met1.png
The bar under the picture is 20 um long. Supply wires on this layer in gray.
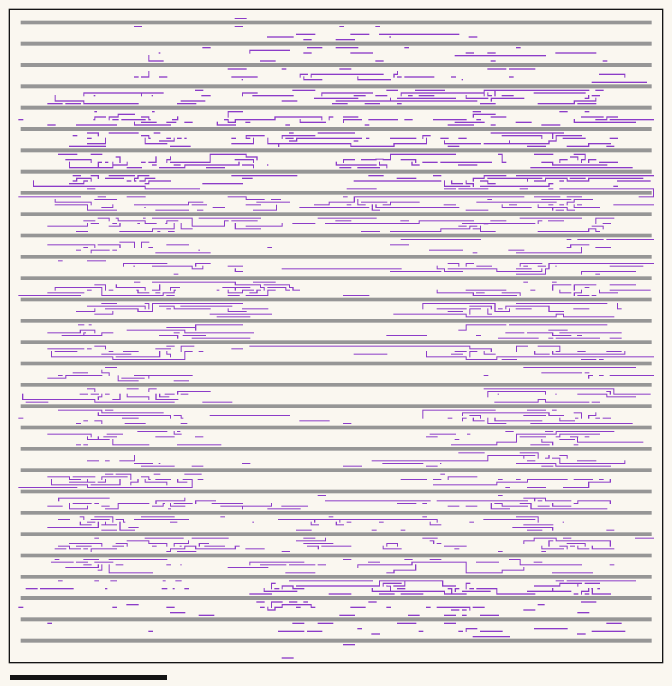
met2.png
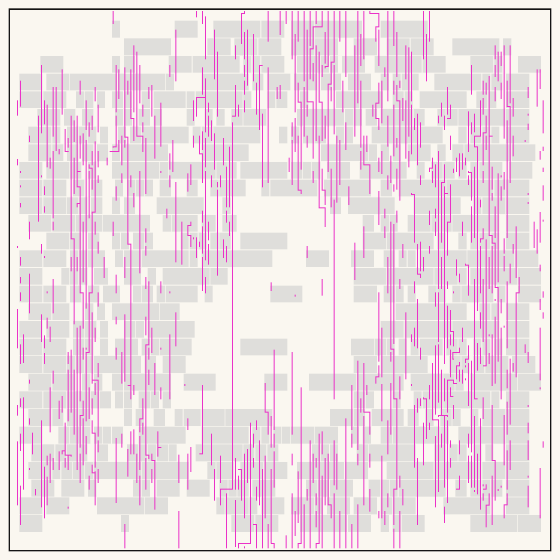
met3.png
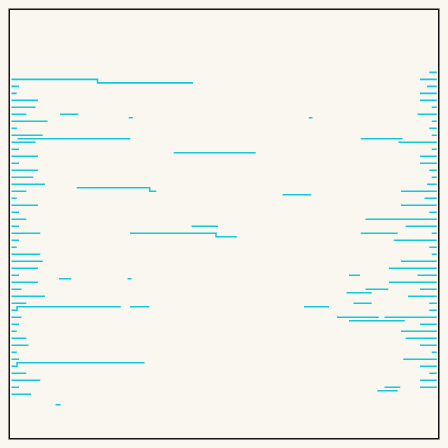
==> src/rtl/ram1_arbiter_pkg.sv <==
// Shared definitions for the Ram1 fixed-priority arbiter: state encoding,
// grant identifiers and default widths.
package ram1_arbiter_pkg;

  localparam int DATA_W     = 16;
  localparam int CPU_ADDR_W = 16;
  localparam int RAM_ADDR_W = 18;

  localparam logic [1:0] ADDR_EXT_DEFAULT = 2'b00;

  typedef enum logic [1:0] {
    ST_IDLE    = 2'd0,
    ST_ACCESS  = 2'd1,
    ST_CAPTURE = 2'd2
  } state_t;

  localparam logic GNT_IF  = 1'b0;
  localparam logic GNT_MEM = 1'b1;

endpackage

==> src/rtl/ram1_arbiter.sv <==
// Fixed-priority (MEM over IF) arbiter and three-cycle sequencer in front of
// the Ram1 SRAM driver; every driver input and requester output is registered.
module ram1_arbiter #(
  parameter logic [1:0] ADDR_EXT = ram1_arbiter_pkg::ADDR_EXT_DEFAULT,
  parameter int         DATA_W   = ram1_arbiter_pkg::DATA_W
) (
  input  logic              clk,
  input  logic              rst,
  input  logic              if_req,
  input  logic [15:0]       if_addr,
  output logic [DATA_W-1:0] if_rdata,
  output logic              if_done,
  input  logic              mem_req,
  input  logic              mem_wr,
  input  logic [15:0]       mem_addr,
  input  logic [DATA_W-1:0] mem_wdata,
  output logic [DATA_W-1:0] mem_rdata,
  output logic              mem_done,
  output logic              busy,
  output logic [17:0]       ram_addr,
  output logic [DATA_W-1:0] ram_data,
  output logic              ram_wr,
  input  logic [DATA_W-1:0] ram_rdata
);
  import ram1_arbiter_pkg::*;

  state_t                  state_r;
  state_t                  state_s;
  logic                    grant_s;
  logic                    gnt_id_s;
  logic                    req_wr_s;
  logic [RAM_ADDR_W-1:0]   req_addr_s;
  logic [DATA_W-1:0]       req_wdata_s;

  logic                    gnt_r;
  logic                    wr_r;
  logic                    busy_r;
  logic                    if_done_r;
  logic                    mem_done_r;
  logic [DATA_W-1:0]       if_rdata_r;
  logic [DATA_W-1:0]       mem_rdata_r;
  logic [RAM_ADDR_W-1:0]   ram_addr_r;
  logic [DATA_W-1:0]       ram_data_r;
  logic                    ram_wr_r;

  // Next-state and grant selection; requests are only looked at in IDLE.
  always_comb begin
    state_s     = state_r;
    grant_s     = 1'b0;
    gnt_id_s    = GNT_IF;
    req_wr_s    = 1'b0;
    req_addr_s  = {ADDR_EXT, if_addr};
    req_wdata_s = ram_data_r;
    case (state_r)
      ST_IDLE: begin
        if (mem_req) begin
          grant_s     = 1'b1;
          gnt_id_s    = GNT_MEM;
          req_wr_s    = mem_wr;
          req_addr_s  = {ADDR_EXT, mem_addr};
          req_wdata_s = mem_wdata;
          state_s     = ST_ACCESS;
        end else if (if_req) begin
          grant_s = 1'b1;
          state_s = ST_ACCESS;
        end else begin
          state_s = ST_IDLE;
        end
      end
      ST_ACCESS:  state_s = ST_CAPTURE;
      ST_CAPTURE: state_s = ST_IDLE;
      default:    state_s = ST_IDLE;
    endcase
  end

  // State register and busy flag, both tracking the next state.
  always_ff @(posedge clk) begin
    if (rst) begin
      state_r <= ST_IDLE;
      busy_r  <= 1'b0;
    end else begin
      state_r <= state_s;
      busy_r  <= (state_s != ST_IDLE);
    end
  end

  // Latched request, driver inputs, done pulses and read-data capture.
  always_ff @(posedge clk) begin
    if (rst) begin
      gnt_r       <= GNT_IF;
      wr_r        <= 1'b0;
      ram_addr_r  <= {RAM_ADDR_W{1'b0}};
      ram_data_r  <= {DATA_W{1'b0}};
      ram_wr_r    <= 1'b0;
      if_done_r   <= 1'b0;
      mem_done_r  <= 1'b0;
      if_rdata_r  <= {DATA_W{1'b0}};
      mem_rdata_r <= {DATA_W{1'b0}};
    end else begin
      if_done_r  <= 1'b0;
      mem_done_r <= 1'b0;
      ram_wr_r   <= 1'b0;
      if (grant_s) begin
        gnt_r      <= gnt_id_s;
        wr_r       <= req_wr_s;
        ram_addr_r <= req_addr_s;
        ram_data_r <= req_wdata_s;
        ram_wr_r   <= req_wr_s;
      end
      // The driver latched ram_rdata at the ACCESS negedge, so it is stable here.
      if (state_r == ST_ACCESS) begin
        if (gnt_r == GNT_MEM) begin
          mem_done_r <= 1'b1;
          if (!wr_r) begin
            mem_rdata_r <= ram_rdata;
          end
        end else begin
          if_done_r  <= 1'b1;
          if_rdata_r <= ram_rdata;
        end
      end
    end
  end

  assign if_rdata  = if_rdata_r;
  assign if_done   = if_done_r;
  assign mem_rdata = mem_rdata_r;
  assign mem_done  = mem_done_r;
  assign busy      = busy_r;
  assign ram_addr  = ram_addr_r;
  assign ram_data  = ram_data_r;
  assign ram_wr    = ram_wr_r;

endmodule

==> config.mk <==
export PLATFORM = sky130hd
export DESIGN_NAME = ram1_arbiter
export DESIGN_NICKNAME = d
export VERILOG_FILES = /design/src/rtl/ram1_arbiter_pkg.sv /design/src/rtl/ram1_arbiter.sv
export SDC_FILE = /design/constraint.sdc
export NUM_CORES = 1
export LEC_CHECK = 0
export ABC_AREA = 1
export CORE_UTILIZATION = 43
export CTS_CLUSTER_SIZE = 10
export DETAILED_ROUTE_END_ITERATION = 8
export MAX_ROUTING_LAYER = met4
export PLACE_DENSITY = 0.9
export SLEW_MARGIN = 40
export SYNTH_ARGS = -nofsm -noshare
export SYNTH_HDL_FRONTEND = slang
export SYNTH_SLANG_ARGS = --single-unit
==> constraint.sdc <==
create_clock -name clk -period 1.8 [get_ports clk]
set_input_delay 0.36 -clock clk [delete_from_list [all_inputs] [get_ports clk]]
set_output_delay 0.36 -clock clk [all_outputs]
set_load 0.01 [all_outputs]
==> results_slide.txt <==
Run Summary

Detailed routing
  – Detailed-route DRC error count: 0
  – Max Used Layer: met4
  – Via density: around 4.8
  – Met1 WL: about 3000 um
  – Wire length on met2: between 3000 and 4000 um
  – Pre-antenna DRT Iters: 4

Yosys
  – Fa+ha+maj area frac: 0%
  – Gate Count Post-Synth: ~390
  – Post-synthesis async set-or-reset flop share: 0%
  – Largest cells by area: dfxtp_1 51%, nor2_1 14%, o21ai_0 7.2%, nand3_1 5.7%, nand2_1 5.0%
  – Yosys cell count: roughly 390
  – EDFF count, synth: 0
  – Yosys stat chip area: about 2800 um^2
  – Top cells by count: 103 x nor2_1, 72 x dfxtp_1, 41 x o21ai_0
  – Synth flops: 72
  – Dominant synthesized flop cell: dfxtp_1
  – Yosys warnings: 0
  – Syn Area/Cell: approximately 7.4 um^2
  – Xor+xnor area frac: 0%
  – Yosys simple share: a little over a quarter

Critical path
  – Reg-to-Reg End: if_rdata[6]
  – CP Depth: 1
  – Startpoint types: register
  – Critical path peak fanout: 2
  – Worst R2R Path Depth: 5
  – Delay of the slowest critical-path stage: 0.55 ns
  – Setup crit start: ram_addr[11]
  – WP buf/inv: 1
  – Worst Setup End Kind: output pin
  – Crit path DRT: around 1.4 ns
  – Worst Path Arrival: ~1.2 ns
  – Worst setup endpoint: ram_addr[11]
  – Crit-path cells: clkdlybuf4s50_1
  – Reg2Reg Launch Point: state_r[0]
  – Slowest-stage cell, CP: clkdlybuf4s50_1

Finish
  – Number of non-clock buffers in the layout: roughly 140
  – Nonclk inv count: between 40 and 50
  – Multi-input gate area: 1090 um^2
  – Design area: around 4400 um^2
  – Top cell category: registers
  – Comb/total area: about a quarter
  – Post-Route Utilization: a little over two thirds
  – Sequential cell area share: approximately 33%
  – Final cell count without fillers: between 500 and 600
  – Most frequent logic cell in the layout: clkdlybuf4s50_1
  – MI comb cells: 249
  – Final-layout clock buffer total: 10
  – Layout area overhead: 55.5%
  – Most common logic cells in the final layout: 136 x clkdlybuf4s50_1, 103 x nor2_1, 72 x dfxtp_1, 41 x o21ai_0, 38 x nand2_1
  – NonClk Buf Share: between 30% and 40%

Outcome
  – Status: completed

Place
  – IO buf count: 136
  – Post-DP Area: about 4200 um^2
  – Dpl ws: around 0.13 ns
  – HPWL Detailed: approximately 5300 um

Clock tree
  – CTS tree: built
  – Insertion Delay late pin: about 0.34 ns
  – Setup bufs post-CTS: 0
  – Clock root cell: clkbuf_8
  – Hold_buf cts: 0
  – H-tree levels: 3

Final timing
  – Setup TNS: 0 ns
  – Setup violators final: 0
  – Peak Freq: about 620 MHz
  – Worst setup margin: 0.198 ns
  – Fin crit share: about nine tenths
  – WHS: between 0.4 and 0.5 ns
  – Hold Vio Cnt, Final: 0
  – Fin crit period: around 1.6 ns

Power
  – Switching part of the total: roughly a quarter
  – Power of the sequential group: between 1.5 and 2 mW
  – Combinational share of power: a little over a fifth
  – P_clk: 1.34 mW
  – Power density cells: 915 nW/um^2
  – Pint: between 2 and 3 mW
  – Sw power: between 1 and 1.5 mW
  – Group drawing the most power: registers

Global route
  – Initial antenna violation count: 0
  – First-pass GRT wire length: roughly 12000 um
  – Vias in the first global route: about 2700
  – Total global-route track usage: between 20% and 30%

Hold path
  – Hold_sp: ram_data[14]

Die
  – Chip area: roughly 7000 um^2
  – Fp_density: between 40% and 50%
  – Rows: 29
  – Core ar.: roughly 6300 um^2

Run
  – Max-cap violations: 0
-- met1.png (at the start) --
nets with wire on the layer = 507
longest straight run = 28.1 um
via count: 2875
met1 usage in global routing: 23.9%

-- met2.png (at the start) --
wire length on this layer = 3450 um
longest straight run = 56.4 um
main direction = vertical
nets with wire on the layer = 455
share of all routed wire = 48%
Total Wirelength: 7120 um
met2 global-route usage: 37.9%

-- met3.png (at the start) --
main direction = horizontal
nets with wire on the layer = 105
longest straight run = 24.6 um
wire length on this layer = 530 um
share of all routed wire = 7.4%
routing usage on met3: 4.67%

Power figures rest on the tool's default switching activity, not on a simulated workload.
